<file path="src/rtl/bin_loader.sv">
// Object-file (binary paper-tape style) loader: assembles 6-bit frame pairs into
// 12-bit words, handles origin frames, writes data words to memory, then loads the PC.
module bin_loader #(
    parameter logic [11:0] START_PC       = 12'o0200,
    parameter logic [11:0] DEFAULT_ORIGIN = 12'o0000
) (
    input  logic        clk,
    input  logic        btnCpuReset,
    input  logic        start,
    input  logic        byte_valid,
    input  logic [7:0]  byte_data,
    output logic        byte_ready,
    output logic [11:0] mem_address,
    output logic [11:0] mem_write_data,
    output logic        mem_write_enable,
    input  logic        mem_finished,
    output logic        pc_load,
    output logic [11:0] pc_load_value,
    output logic        busy,
    output logic        done,
    output logic        error,
    output logic [11:0] word_count
);

    typedef enum logic [2:0] {
        IDLE, LEADER, HIGH, LOW, WRITE, WAIT_MEM, DONE, ERR
    } state_t;

    state_t      state, next_state;
    logic [6:0]  high_q;
    logic [11:0] word_q;
    logic [11:0] addr_q;
    logic        data_seen;
    logic        mem_we_q;
    logic        pc_load_q;

    logic xfer, start_ok, mem_done;
    logic [11:0] word;

    assign xfer     = byte_valid && byte_ready;
    assign start_ok = start && (state == IDLE || state == DONE || state == ERR);
    // Completion only counts once the write strobe is actually visible to memory.
    assign mem_done = (state == WAIT_MEM) && mem_we_q && mem_finished;
    assign word     = {high_q[5:0], byte_data[5:0]};

    assign mem_write_enable = mem_we_q;
    assign pc_load          = pc_load_q;
    assign pc_load_value    = START_PC;

    always_ff @(posedge clk or negedge btnCpuReset) begin
        if (!btnCpuReset) state <= IDLE;
        else              state <= next_state;
    end

    always_comb begin
        next_state = state;
        case (state)
            IDLE, DONE, ERR: if (start_ok) next_state = LEADER;
            LEADER: if (xfer && !byte_data[7]) next_state = LOW;
            HIGH: begin
                if (xfer) begin
                    if (!byte_data[7])  next_state = LOW;
                    else if (data_seen) next_state = DONE;
                end
            end
            LOW: begin
                if (xfer) begin
                    if (byte_data[7] || byte_data[6]) next_state = ERR;
                    else if (high_q[6])               next_state = HIGH;
                    else                              next_state = WRITE;
                end
            end
            WRITE:    next_state = WAIT_MEM;
            WAIT_MEM: if (mem_done) next_state = HIGH;
            default:  next_state = IDLE;
        endcase
    end

    always_comb begin
        byte_ready = (state == LEADER) || (state == HIGH) || (state == LOW);
        busy       = !((state == IDLE) || (state == DONE) || (state == ERR));
        done       = (state == DONE);
        error      = (state == ERR);
    end

    always_ff @(posedge clk or negedge btnCpuReset) begin
        if (!btnCpuReset) begin
            high_q         <= '0;
            word_q         <= '0;
            addr_q         <= '0;
            data_seen      <= 1'b0;
            word_count     <= '0;
            mem_address    <= '0;
            mem_write_data <= '0;
            mem_we_q       <= 1'b0;
            pc_load_q      <= 1'b0;
        end else begin
            mem_we_q  <= (state == WAIT_MEM) && !mem_done;
            pc_load_q <= (state == HIGH) && xfer && byte_data[7] && data_seen;
            if (start_ok) begin
                word_count <= '0;
                addr_q     <= DEFAULT_ORIGIN;
                data_seen  <= 1'b0;
            end
            if ((state == LEADER || state == HIGH) && xfer && !byte_data[7])
                high_q <= byte_data[6:0];
            if (state == LOW && xfer && !byte_data[7] && !byte_data[6]) begin
                if (high_q[6]) addr_q <= word;
                else           word_q <= word;
            end
            if (state == WRITE) begin
                mem_address    <= addr_q;
                mem_write_data <= word_q;
            end
            if (mem_done) begin
                addr_q     <= addr_q + 12'd1;
                word_count <= word_count + 12'd1;
                data_seen  <= 1'b1;
            end
        end
    end

endmodule

</file>
<file path="config.mk">
export PLATFORM = sky130hd
export DESIGN_NAME = bin_loader
export DESIGN_NICKNAME = d
export VERILOG_FILES = /design/src/rtl/bin_loader.sv
export SDC_FILE = /design/constraint.sdc
export NUM_CORES = 1
export LEC_CHECK = 0
export CORE_AREA = 2 2 104 106
export CTS_BUF_LIST = sky130_fd_sc_hd__clkbuf_8
export DETAILED_ROUTE_END_ITERATION = 8
export DIE_AREA = 0 0 106 108
export PLACE_DENSITY = 0.53
export SYNTH_ARGS = -nofsm -noshare
export SYNTH_HDL_FRONTEND = slang
export SYNTH_SLANG_ARGS = --single-unit
</file>
<file path="constraint.sdc">
create_clock -name clk -period 2.1 [get_ports clk]
set_clock_uncertainty 0.1 [all_clocks]
set_input_delay 0.315 -clock clk [delete_from_list [all_inputs] [get_ports clk]]
set_output_delay 0.315 -clock clk [all_outputs]
set_load 0.02 [all_outputs]
</file>
Figure 1. Placed cells, one color a class (run 1).
Fill, decap, tap and diode cells in gray.
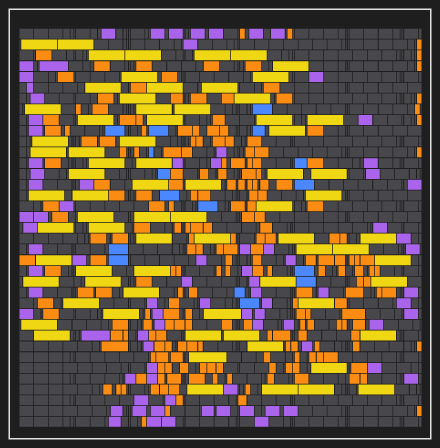
Key: orange = combinational and other logic [cells 218, share of their area 36%]; purple = remaining buffers and delay cells [cells 85, share of their area 18%]; yellow = sequential cells [cells 73, share of their area 42%]; blue = clock drivers and dummy loads [cells 16, share of their area 4.3%]

Figure 2. Close-up of the layout (run 1).
The bar under the picture is 20 µm long. Window x 2 to 52, y 2 to 52 µm. Cells in gray, sequential cells in the stronger gray; small squares are vias.
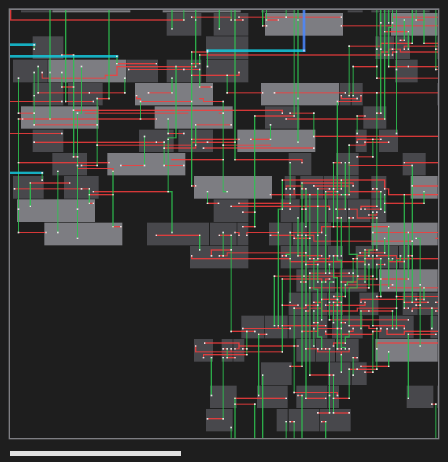
Key: red = metal 1; green = metal 2; cyan = metal 3; blue = metal 4
Netlist names of flops here include high_q (3), mem_write_data (3), word_q (3). Sequential cells in the window: 15. 101 logic cells have their middle in the window. Most frequent: dfrtp_1 (14), buf_4 (12), mux2_2 (11).

Figure 3. Cell placement (run 1).
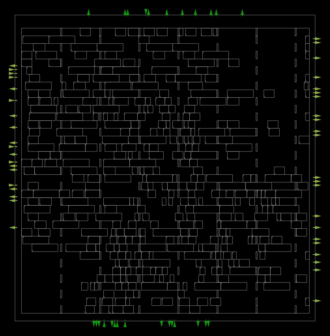
flop count: 73
core area: 10200 µm²
final std cells w/o fill: 528
fin util: 44.4%
Seq area share: 40.3%

Figure 4. Where the registers sit (run 1).
Other sequential cells in the stronger gray, the rest of the logic in the fainter gray.
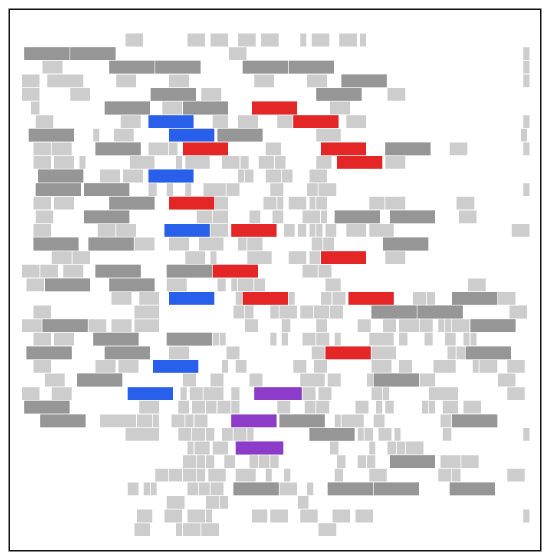
Key: red = addr_q [placed flops 12]; purple = state [placed flops 3]; blue = high_q [placed flops 7]

==> out/metrics.yaml, run 1 <==
synth:
  synth_top_cell_by_count: "dfrtp_1"
  top_cells_by_area: "dfrtp_1 (52%), mux2_2 (13%), nand2_1 (3.0%)"
  ys_area_um2: 3520
  synthCells: 309
setup_path:
  critPathMaxFanout: 14
  crit_family: "buffers and inverters"
  crit_slowest_cell: "dfrtp_1"
cts:
  cts_sinks: 73
  cts_buffers: 9
finish:
  seq_area_um2: 1830
  comb_share_pct: 33.9
  largestClassByArea: "sequential cells"
power:
  sw_frac_of_total_pct: 35.7
  power_mw: 5.39
  power-top-group: "registers"
drt:
  highest_layer: "met4"
  via_per_inst: 5.02
run_status:
  outcome: "finished clean"
sta:
  slew_headroom_pct: 66.3
global_routing:
  use_met2_pct: 23.0
-- run 1: repair_timing --
item	4_1_cts	5_1_grt
hold endpoints to repair	73	0
resized	6	1
hold buffers	1	0
endpoints found under the setup margin	4	1
buffers inserted	0	0
-- run 1: through the flow --
step	instances	hold WS, ns
2_1_floorplan	319	-0.0806
3_3_place_gp	511	0.281
3_5_place_dp	511	0.282
4_1_cts	528	0.398
5_1_grt	528	0.405
6_report	528	0.385
-- run 1: logic make-up after synthesis --
group / after synthesis
DFF: 73
buffers and inverters: 33
AOI/OAI and AO/OA: 43
muxes: 48
xor gates and xnor gates: 3
adders and majority gates: 2
and+or+nand+nor: 105
other: 2
--- run 2 (diff from run 1) ---
--- a/config.mk
+++ b/config.mk
@@ -6,10 +6,11 @@
 export NUM_CORES = 1
 export LEC_CHECK = 0
 export CORE_AREA = 2 2 104 106
-export CTS_BUF_LIST = sky130_fd_sc_hd__clkbuf_8
+export CTS_BUF_LIST = sky130_fd_sc_hd__clkbuf_4
 export DETAILED_ROUTE_END_ITERATION = 8
 export DIE_AREA = 0 0 106 108
 export PLACE_DENSITY = 0.53
+export SETUP_SLACK_MARGIN = 0.4
 export SYNTH_ARGS = -nofsm -noshare
 export SYNTH_HDL_FRONTEND = slang
 export SYNTH_SLANG_ARGS = --single-unit
Figure 5. Cell placement (run 2).
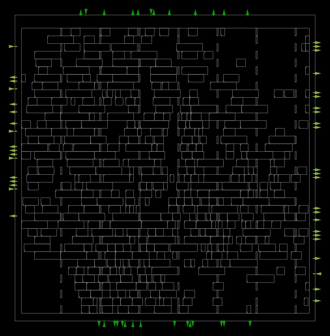
Seq area share: 34.4%
fin util: 52.1%
Well Taps: 136
final std cells w/o fill: 568

==> run 2 against run 1 <==
Effect of this change: sequential share of layout area shrank 5.9 points; register-to-register slack better by 0.02 ns; synthesized area unchanged; worst hold slack lost 0.24 ns; critical path depth is 2 higher; worst setup slack better by 0.094 ns; die size is the same; synthesized cell count stayed put; non-clock buffer count grew 40; global-route usage increased by 2.1 points; sequential power is 2% higher.
==> out/metrics.yaml, run 2 <==
run_status:
  outcome: "finished clean"
cts:
  cts_resized: 111  # +105
  cts_setup_buffers: 24  # +24
  cts_buffers: 9  # unchanged
  cts_hold_buffers: 1  # unchanged
  cts_sinks: 73  # unchanged
  insertion_delay_ns: 0.42
  clockBufferDepth: 2
drt:
  via_per_inst: 5.03  # +0.36%
  wl_per_cell_um: 16.3
  drtIter0Drc: 139
  wl_mm: 9.26
power:
  sw_frac_of_total_pct: 36.1  # +0.44 points
  clockPowerShare_pct: 16.1
  power-top-group: "combinational cells"
  comb-power_mw: 2.85
  ir_drop_v: 0.000549
  power_mw: 6.22  # +15%
  p_seq_share_pct: 38.0
setup_path:
  critPathKind: "reg -> reg"
  crit_chain: "buf_12, nand3b_1, or2_1, buf_6, o311a_1, a221o_1"
  crit_family: "AND-OR/OR-AND gates"
  reg2reg_from: "state[2]$_DFFE_PN0P_"
  crit_slowest_cell: "dfrtp_2"
  endpoint: "addr_q[8]$_DFF_PN0_"
  critPathMaxFanout: 7  # -7
  cp-start-kind: "flip-flop"
global_routing:
  first_global_vias: 2956
  grtUsageTotal_pct: 16.9
synth:
  synthCells: 309  # unchanged
  ys_area_um2: 3520  # unchanged
  ys_ff: 73
  top_cells_by_area: "dfrtp_1 (52%), mux2_2 (13%), nand2_1 (3.0%)"
  synth_top_cell_by_count: "dfrtp_1"
sta:
  hold_slack_ns: 0.143  # -0.242 ns
  hold_viol_final: 0
  setup_tns_ns: 0
floorplanning:
  std_cell_rows: 37
  ioPinCount: 67
  coreArea_um2: 10200  # unchanged
  die_height_um: 108
finish:
  largestClassByArea: "combinational gates"
  design_area_um2: 5330
  comb_share_pct: 35.3  # +1.4 points
  area_growth_syn_to_layout_pct: 51.5
  seq_area_um2: 1840  # +0.34%
  seq_cells: 73  # unchanged
placed_design:
  dp_slack_ns: -0.156
  dpl.cell_count: 509  # -0.39%
  hpwl_mm: 5.64
[run 2: cell counts after synthesis]
Identical to the previous run, type by type.
[run 2: routing by layer]
metal / track usage [%] / part of all wire [%] / vias to the layer above
met1: 22.4 / 47 / 1439
met5: 0 / 0 / -
met4: 4.51 / 1.0 / 0
li1: - / - / 1347
met2: 28.0 / 49 / 66
met3: 4.10 / 3.8 / 7
[run 2: cell families (layout without fill, tap and decap cells)]
kind of cell    count (synthesis)  after routing  synth area share (%)
mux                            48             48                  15.2
other cells                     2             12                 0.214
compound gates                 43             43                  9.64
buf+inv                        33            146                  5.51
xor+xnor                        3              3                 0.747
flops                          73             73                  51.9
fa+ha+maj                       2              2                 0.711
simple gates                  105            105                  16.0
No activity file was given, so power comes from the tool's default toggle rates.
